**src/rtl/systolic_edge_feeder.sv**
```systemverilog
`default_nettype none
// systolic_edge_feeder: holds operand matrices A/B and streams them, diagonally skewed,
// into the west/north edges of an N x N systolic array.  rev 1.0
module systolic_edge_feeder #(
  parameter int WIDTH = 4,
  parameter int N     = 3,
  parameter int AW    = $clog2(N*N)
) (
  input  logic               CLK,
  input  logic               RST,
  input  logic               load_en,
  input  logic               load_sel,
  input  logic [AW-1:0]      load_addr,
  input  logic [WIDTH-1:0]   load_data,
  input  logic               start,
  output logic               busy,
  output logic               done,
  output logic               Clear,
  output logic [N*WIDTH-1:0] A_EDGE,
  output logic [N*WIDTH-1:0] B_EDGE
);

  localparam int DEPTH = N*N;
  localparam int KW    = $clog2(3*N);
  localparam logic [KW-1:0] K_LAST = KW'(3*N-3);

  typedef enum logic [1:0] {IDLE, CLEAR, STREAM, DONE} state_t;

  state_t             state_q, state_d;
  logic [KW-1:0]      k_q, k_d;
  logic               busy_q, busy_d;
  logic               done_q, done_d;
  logic               clear_q, clear_d;
  logic [N*WIDTH-1:0] a_edge_q, a_edge_d;
  logic [N*WIDTH-1:0] b_edge_q, b_edge_d;
  logic [WIDTH-1:0]   a_q [DEPTH];
  logic [WIDTH-1:0]   a_d [DEPTH];
  logic [WIDTH-1:0]   b_q [DEPTH];
  logic [WIDTH-1:0]   b_d [DEPTH];
  logic               stream_en;
  logic [KW-1:0]      edge_k;

  always_comb begin
    int d;
    d         = 0;
    state_d   = state_q;
    k_d       = k_q;
    busy_d    = 1'b0;
    done_d    = 1'b0;
    clear_d   = 1'b0;
    stream_en = 1'b0;
    edge_k    = '0;
    a_d       = a_q;
    b_d       = b_q;

    // Output registers load the value of the cycle being entered, so the edge
    // lanes are computed from the stream index of the next cycle.
    case (state_q)
      IDLE: begin
        if (start) begin
          state_d = CLEAR;
          busy_d  = 1'b1;
          clear_d = 1'b1;
        end
      end
      CLEAR: begin
        state_d   = STREAM;
        k_d       = '0;
        busy_d    = 1'b1;
        stream_en = 1'b1;
        edge_k    = '0;
      end
      STREAM: begin
        busy_d = 1'b1;
        if (k_q == K_LAST) begin
          state_d = DONE;
          done_d  = 1'b1;
        end else begin
          k_d       = k_q + KW'(1);
          stream_en = 1'b1;
          edge_k    = k_q + KW'(1);
        end
      end
      DONE: begin
        state_d = IDLE;
      end
      default: begin
        state_d = IDLE;
      end
    endcase

    if (state_q == IDLE && load_en && int'(load_addr) < DEPTH) begin
      if (load_sel) b_d[load_addr] = load_data;
      else          a_d[load_addr] = load_data;
    end

    a_edge_d = '0;
    b_edge_d = '0;
    if (stream_en) begin
      for (int i = 0; i < N; i++) begin
        d = int'(edge_k) - i;
        if (d >= 0 && d < N) begin
          a_edge_d[i*WIDTH +: WIDTH] = a_q[i*N + d];
          b_edge_d[i*WIDTH +: WIDTH] = b_q[d*N + i];
        end
      end
    end
  end

  always_ff @(posedge CLK or negedge RST) begin
    if (!RST) begin
      state_q  <= IDLE;
      k_q      <= '0;
      busy_q   <= 1'b0;
      done_q   <= 1'b0;
      clear_q  <= 1'b0;
      a_edge_q <= '0;
      b_edge_q <= '0;
      for (int i = 0; i < DEPTH; i++) begin
        a_q[i] <= '0;
        b_q[i] <= '0;
      end
    end else begin
      state_q  <= state_d;
      k_q      <= k_d;
      busy_q   <= busy_d;
      done_q   <= done_d;
      clear_q  <= clear_d;
      a_edge_q <= a_edge_d;
      b_edge_q <= b_edge_d;
      for (int i = 0; i < DEPTH; i++) begin
        a_q[i] <= a_d[i];
        b_q[i] <= b_d[i];
      end
    end
  end

  assign busy   = busy_q;
  assign done   = done_q;
  assign Clear  = clear_q;
  assign A_EDGE = a_edge_q;
  assign B_EDGE = b_edge_q;

endmodule
`default_nettype wire

```
**config.mk**
```make
export PLATFORM = sky130hd
export DESIGN_NAME = systolic_edge_feeder
export DESIGN_NICKNAME = d
export VERILOG_FILES = /design/src/rtl/systolic_edge_feeder.sv
export SDC_FILE = /design/constraint.sdc
export NUM_CORES = 1
export LEC_CHECK = 0
export CAP_MARGIN = 15
export CORE_AREA = 2 2 103 105
export DETAILED_ROUTE_END_ITERATION = 10
export DIE_AREA = 0 0 105 107
export GPL_TIMING_DRIVEN = 0
export MAX_ROUTING_LAYER = met4
export PLACE_DENSITY = 0.8
export SLEW_MARGIN = 0
export SYNTH_ARGS = -nofsm -noshare
export SYNTH_HDL_FRONTEND = slang
export SYNTH_SLANG_ARGS = --single-unit
```
**constraint.sdc**
```tcl
create_clock -name CLK -period 6.23 [get_ports CLK]
set_input_delay 1.246 -clock CLK [delete_from_list [all_inputs] [get_ports CLK]]
set_output_delay 1.246 -clock CLK [all_outputs]
set_load 0.01 [all_outputs]
```
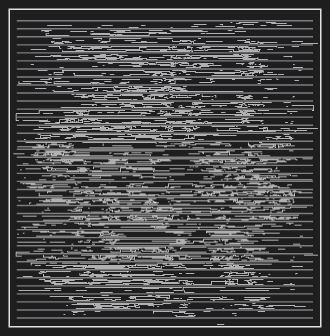
Fig. 1. Metal 1.
Supply wires on this layer in grey.
share of all routed wire: 46%
longest straight run: 58.9 um
wire length on this layer: 6750 um

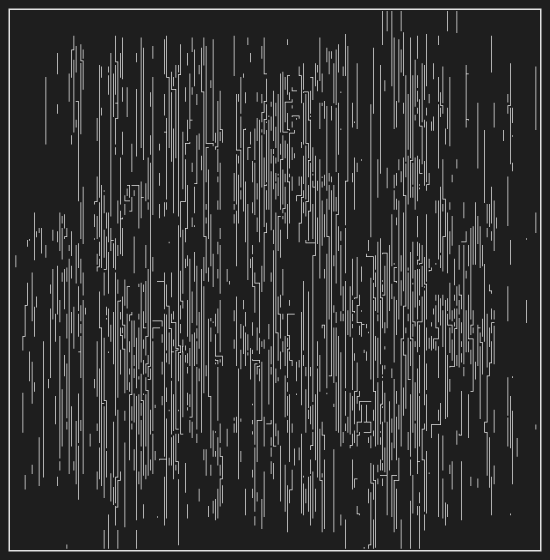
Fig. 2. M2 wires.
wire length on this layer: 6830 um
main direction: vertical
nets with wire on the layer: 558
share of all routed wire: 46%

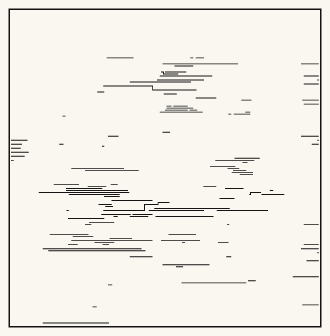
Fig. 3. Signal wires on met3.
share of all routed wire: 6.2%
nets with wire on the layer: 91
vias: 4636
drt total wl: 14740 um
GRT met3 Usage: 3.587%

## cells in the mapped netlist (all sizes together), types with 2 or more instances
cell type  number  area share [%]
dfrtp         105              44
mux2           87              16
nand2          75             4.7
nor2           27             1.7
ha             22             4.6
mux2i          20             3.6
inv            18             1.1
a21oi          15             1.3
clkbuf         15            0.94
and3           13             1.4
o22ai          13             1.4
a31oi          12             1.3
a22o           11             1.6
o21ai          10            0.84
nand3           9            0.75
a22oi           8             1.0
buf             8            0.75
nand2b          7            0.73
xnor2           7             1.3
nand4           6            0.63
nor3            6            0.67
a211oi          5            0.71
nor2b           5            0.52
a32oi           4            0.59
mux4            4             1.5
clkinv          3            0.19
nor3b           3            0.46
o2bb2ai         3            0.44
a2111oi         2            0.29
and2            2            0.21
and3b           2            0.29
fa              2            0.67
nand3b          2            0.25
o211ai          2            0.25
xnor3           2            0.75
xor2            2            0.29
## critical path, stage by stage, from the launching register on
cell	delay, ps
dfrtp_1	480
inv_1	120
ha_1	250
and3b_1	230
nor3_2	340
clkinv_1	390
clkbuf_1	400
ha_1	340
buf_2	190
inv_1	130
xnor2_1	190
inv_1	80
ha_1	280
inv_1	50
fa_1	700
inv_1	120
nand2_1	110
o221ai_1	130
o21ai_0	130
nand4_1	110
mux2i_1	160
## worst max path at each step
| stage | to | slack [ps] | startpoint |
|---|---|---|---|
| floorplan | B_EDGE[5]$_DFF_PN0_ | 2310 | k_q[0]$_DFFE_PN0P_ |
| global placement | b_q[30]$_DFFE_PN0P_ | 150 | RST |
| detailed placement | B_EDGE[5]$_DFF_PN0_ | 1320 | k_q[0]$_DFFE_PN0P_ |
| CTS | B_EDGE[5]$_DFF_PN0_ | 1230 | k_q[0]$_DFFE_PN0P_ |
| global route | B_EDGE[5]$_DFF_PN0_ | 820 | k_q[0]$_DFFE_PN0P_ |
| finish | B_EDGE[5]$_DFF_PN0_ | 1200 | k_q[0]$_DFFE_PN0P_ |
## through the flow
stage                     hold WS [ps]  std cells  worst slack, ps  area, um^2
after global routing             527.1        741            822.7        6735
final                            516.8        741             1202        6735
after global placement           486.0        724            150.7        6514
after detailed placement         493.7        725             1319        6539
after floorplan                  478.6        551             2310        5973
after CTS                        522.4        741             1225        6735
## registers in the layout, summed over array words and instances (netlist names)
| name | count |
|---|---|
| A_EDGE | 12 |
| B_EDGE | 12 |
| Clear | 1 |
| a_q | 36 |
| b_q | 36 |
| busy | 1 |
| done | 1 |
| k_q | 4 |
| state_q | 2 |
## where the power goes
group | internal, W | switching [W]
registers | 0.000839 | 0.000135
clock network | 0.000158 | 0.000265
logic | 0.000730 | 0.00101
## layer usage
metal / up-vias / GRT usage (%)
met5: - / -
met4: 0 / 7.905
met1: 2329 / 39.84
met3: 29 / 3.587
li1: 2096 / -
met2: 182 / 43.32
## final cells by class
| cell class | count | area [um^2] |
|---|---|---|
| Fill cell | 806 | 3357 |
| Multi-Input combinational cell | 402 | 3166 |
| Sequential cell | 105 | 2628 |
| Clock inverter | 7 | 72.57 |
| Timing Repair Buffer | 38 | 395.4 |
| Inverter | 21 | 78.83 |
| Tap cell | 136 | 170.2 |
| Clock buffer | 9 | 123.9 |
| Buffer | 23 | 101.3 |
==> impl_metrics.toml <==
# generated from flow reports
[drt]
top_layer = "met4"
wl_met1_um = 6750
drc = 0

[layout]
area_delta_synth_final_pct = 12.76
nets = 637
most-common-layout-cells = "dfrtp_1, mux2_2, nand2_1, clkdlybuf4s50_1, nor2_1"
final_util_pct = 66.74
mostFrequentLayoutCell = "dfrtp_1"

[worst_setup_path]
rr_startpoint = "k_q[0]$_DFFE_PN0P_"
crit_fanout = 12
worst-r2r-setup-slack_ps = 1200

[synth]
yosys.stat.seqShare_pct = 43.99
netlist_instances = 551
yosys.area_share.aoi_pct = 10.77
synth-adder-area-share_pct = 5.279
yosysWarnings = 0
edf_count = 0
ys_types = 59
synth-xor-area-share_pct = 2.325
top_logic_kind = "multiplexers"

[sta]
rsz0062_at_grt = "no"
finClkSkew_ps = 9.952
slew_viol_final = 0
fin_tns_setup_ps = 0
hold_violations = 0
fin_crit_ps = 5028

[clock_tree]
cts_made_buffers = 9
root_buffer = "clkbuf_8"
hold_buffers = 0
cts_sinks = 105
htreeDepth = 3
cts_tree = "built"
cts-resized-gates = 0
cts_buffer_depth = 2

[die]
die_h_um = 107
io_pins = 40
core_area_um2 = 10090
die_area_um2 = 11240
fp.dieW_um = 105

[status]
outcome = "complete, no violations"

[grt]
grt_usage_pct = 28.17
grt_pass1_vias = 4427
grt_max_degree = 76

[place]
gp_congestion = 0.9669
dpl.hpwl_um = 10970

[run]
warning_count = 41

[pwr]
p_per_area_nw_per_um2 = 466.0
vdd.ir_drop.worst_mv = 0.2266
Power is estimated from default activity; no workload was simulated.
